### Clock wires, drivers and flops

(6 px per um)
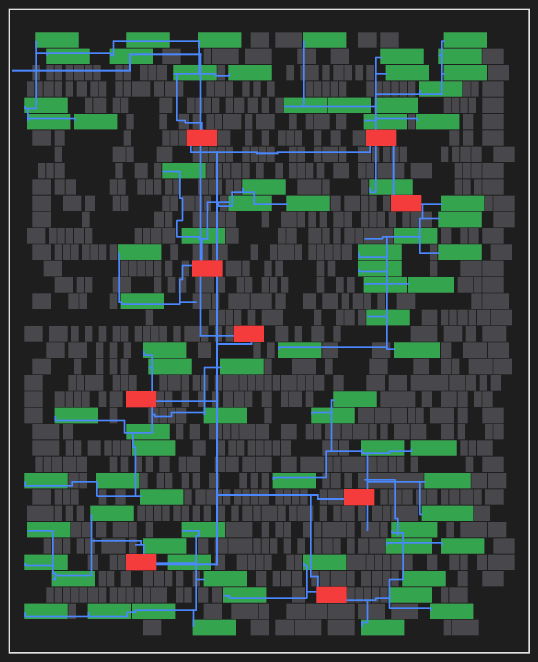
### Cells colored by class

(3 px per um) Fill, decap, tap and diode cells in gray.
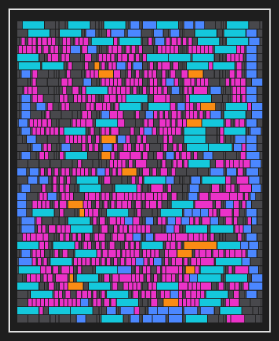
### I/O pins on the die edge

(2 px per um) Pins as bars across the die edge, other pins in gray.
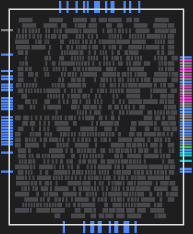
### M2 wires

(3 px per um)
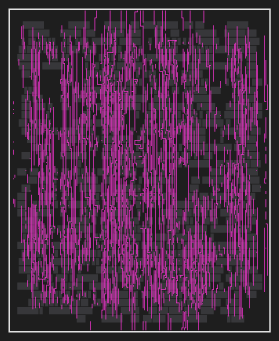
### Clock routing

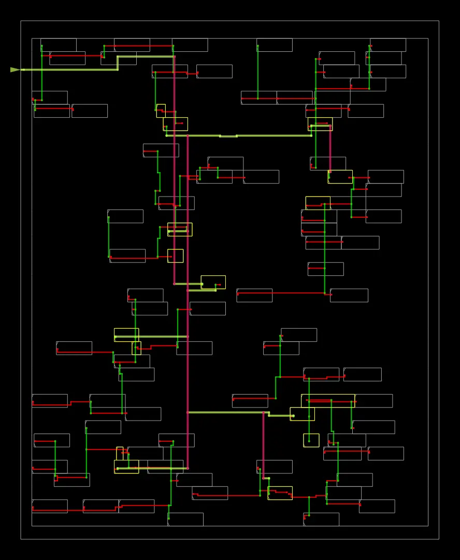
$ cat src/rtl/hash_round_controller.sv
// Sequencing FSM for the H[0..7] hash register file: takes message bytes over a
// valid/ready stream, counts the message length, and drives the init/update/finalize strobes.
module hash_round_controller #(
  parameter int CNT_W = 64
) (
  input  logic             clk,
  input  logic             reset,
  input  logic             msg_valid,
  input  logic [7:0]       msg_byte,
  input  logic             msg_last,
  output logic             msg_ready,
  output logic [7:0]       byte_out,
  output logic [0:7][7:0]  C_byte,
  output logic             init_H,
  output logic             update_H,
  output logic [2:0]       i_count,
  output logic             sel_final,
  output logic             busy,
  output logic             digest_valid
);

  typedef enum logic [2:0] {
    IDLE,
    INIT,
    ROUND,
    WAIT_BYTE,
    FINAL,
    DONE
  } state_t;

  state_t             state;
  state_t             state_next;
  logic [CNT_W-1:0]   count;
  logic               last_q;
  logic               accept;

  assign accept = msg_valid & msg_ready;

  always_ff @(posedge clk) begin
    if (reset) begin
      state    <= IDLE;
      count    <= '0;
      byte_out <= '0;
      last_q   <= 1'b0;
      i_count  <= '0;
    end else begin
      state <= state_next;
      if (state == ROUND || state == FINAL)
        i_count <= i_count + 3'd1;
      if (accept) begin
        byte_out <= msg_byte;
        last_q   <= msg_last;
        i_count  <= '0;
        // The first byte of a message restarts the length count.
        count    <= (state == IDLE) ? CNT_W'(1) : count + CNT_W'(1);
      end
    end
  end

  always_comb begin
    state_next = state;
    unique case (state)
      IDLE:      if (accept) state_next = INIT;
      INIT:      state_next = ROUND;
      ROUND:     if (i_count == 3'd7) state_next = last_q ? FINAL : WAIT_BYTE;
      WAIT_BYTE: if (accept) state_next = ROUND;
      FINAL:     if (i_count == 3'd7) state_next = DONE;
      DONE:      state_next = IDLE;
      default:   state_next = IDLE;
    endcase
  end

  always_comb begin
    msg_ready    = (state == IDLE) || (state == WAIT_BYTE);
    busy         = (state != IDLE);
    init_H       = (state == INIT);
    update_H     = (state == ROUND) || (state == FINAL);
    sel_final    = (state == FINAL);
    digest_valid = (state == DONE);
  end

  // Bytes beyond the configured counter width read as zero.
  for (genvar k = 0; k < 8; k++) begin : g_cbyte
    if (k < CNT_W / 8) begin : g_live
      assign C_byte[k] = count[8*k +: 8];
    end else begin : g_zero
      assign C_byte[k] = '0;
    end
  end

endmodule

$ cat config.mk
export PLATFORM = sky130hd
export DESIGN_NAME = hash_round_controller
export DESIGN_NICKNAME = d
export VERILOG_FILES = /design/src/rtl/hash_round_controller.sv
export SDC_FILE = /design/constraint.sdc
export NUM_CORES = 1
export LEC_CHECK = 0
export ABC_AREA = 1
export CORE_ASPECT_RATIO = 1.25
export CORE_MARGIN = 2
export CORE_UTILIZATION = 51
export DETAILED_ROUTE_END_ITERATION = 7
export GPL_ROUTABILITY_DRIVEN = 1
export PLACE_DENSITY = 0.86
export SETUP_SLACK_MARGIN = 0.15
export SLEW_MARGIN = 15
export SYNTH_ARGS = -nofsm -noshare
export SYNTH_HDL_FRONTEND = slang
export SYNTH_SLANG_ARGS = --single-unit
$ cat constraint.sdc
create_clock -name clk -period 1.95 [get_ports clk]
set_input_delay 0.39 -clock clk [delete_from_list [all_inputs] [get_ports clk]]
set_output_delay 0.39 -clock clk [all_outputs]
set_load 0.02 [all_outputs]
==> flow_metrics.tcl <==
# yosys + openroad results
set metrics [dict create \
    status "completed" \
    ys_chip_area_um2 4330 \
    placed_area_um2 5550 \
    floorplan.core_util_pct 52.5 \
    syn-cell-area_um2 4330 \
    hold_class "flop to flop" \
    fin_ws_ps 197 \
    worst-path-stages 1 \
    path_max_fanout 4 \
    tns_ps 0 \
    num_rows 37 \
    syn2layout_area_growth_pct 33.6 \
    largest_area_cell "dfxtp_1" \
    crit_type "flop to primary output" \
    tap_cells 97 \
    dp_cells 913 \
    antenna_found_initial 0 \
    die_area_um2 9250 \
    routed.top_layer "met4" \
    drtPass1Iterations 7 \
    ir_worst_vdd_v 0.000471 \
    via_per_inst 5.40 \
    synth_seq_share_pct 36.5 \
    logic_family "simple AND/OR/NAND/NOR gates" \
    netSwitchingFraction_pct 36.8 \
    nNonClkBuffers 124 \
    r2r-end "count[63]" \
    grt_busiest_layer "met2" \
    dominant_cells "multi-input combinational cells" \
    timing.final.crit_share_pct 89.9 \
    grt_usage_pct 30.5 \
    clk_pin_slew_ps 80 \
    top_cell_area_share_pct 36.5 \
    final-nonclk-buf-share_pct 19.5 \
    power-top-group "sequential cells" \
    clock.fmax_mhz 570 \
    ios 93 \
    clockBufferDepth 2 \
    syn_avg_cell_area_um2 6.16 \
    register_area_um2 1590 \
    ys_cells 703 \
    grt_pass1_vias 4629 \
    rsz0062_at_grt "no" \
    p_comb_uw 1590 \
    edf_count 0 \
    use_met1_pct 32.8 \
    synthFlopType "dfxtp_1" \
    ys_sh_aoi_pct 10.5 \
    ys_sh_xor_pct 0.202 \
    mostFrequentLayoutCells "nand2_1, nor2_1, dfxtp_1, inv_1, dlygate4sd2_1" \
    synth.mux.area_fraction_pct 0 \
    worstSetupStartpoint "count[8]" \
    ff2ff_path_depth 9 \
    final_common_cell "nand2_1" \
    ctsResizeCount 60 \
    setup_viol 0 \
    clkbuf_count 11 \
    topCellsByArea "dfxtp_1, nand2_1, nor2_1, inv_1, nand3_1" \
    m1WireLength_mm 5.42 \
    crit_end "C_byte[48]" \
    comb_area_um2 2530 \
    drc 0 \
    crit_family "buffers and inverters" \
    cp.buffers_inverters 1 \
    r2r-start "count[18]" \
    wl_met3_um 786 \
    hold_viol_final 0 \
    grt_overflow 0 \
    nonClockInverterCount 57 \
    postCtsHoldBufs 0 \
    timing.hold.worst_endpoint "byte_out[2]" \
    crit_path_start_kind "flop" \
    dp_slack_ps -91.9 \
    ys_ff 79 \
    ant_nets 0 \
    comb_share_pct 43.7 \
    log.warning_count 27 \
    yosys_warnings 0 \
    cp_slowest_cell "clkdlybuf4s50_1" \
    drt-wirelength-per-cell_um 15.1 \
    netSwitchingPower_uw 1720 \
    cts_max_level 3 \
    clock_area_share_pct 3.44 \
    grt_max_degree 24 \
    largest_reg_flops 64 \
    seqPwrFrac_pct 39.5 \
    drt_iter0_drc 325 \
    synthAdderAreaFrac_pct 0.867 \
    most_common_cell "nand2_1" \
    leakage_uw 0.00253 \
]
Notes on 'Clock wires, drivers and flops' above:
[clock wires] blue | length: 992 um
[clock-net drivers] red | count: 9
[flip-flops] green | count: 79
flops lie	spread over the die
Late-Pin Clk Latency: 370 ps
clock share of power: 26.6%
Worst Skew: 7.66 ps
Clk power: 1250 uW

Notes on 'Cells colored by class' above:
class	color	cells
registers	cyan	79
remaining logic cells	magenta	613
remaining buffers and delay cells	blue	124
clock drivers and dummy loads	orange	16
Core Footprint: 8240 um2
Seq area share: 27.5%

Notes on 'I/O pins on the die edge' above:
port	color	pins	direction	edge
`i_count`	cyan	3	output	east
`byte_out`	magenta	8	output	east
`C_byte`	blue	64	output	25 west, 14 north, 13 south, 12 east
`update_H`	green	1	output	east
all pins by edge	40 east, 26 west, 14 north, 13 south
chip width: 86.4 um
Port Buffers: 92

Notes on 'M2 wires' above:
share of all routed wire	51%
main direction	vertical
wire length on this layer	7180 um
nets with wire on the layer	691
longest straight run	65.6 um
drt total wl: 14.1 mm
M2 GR Usage: 54.8%

Notes on 'Clock routing' above:
clock sinks: 79
FF+latch count: 79
CTS Buf Count: 9

Power is estimated from default activity; no workload was simulated.
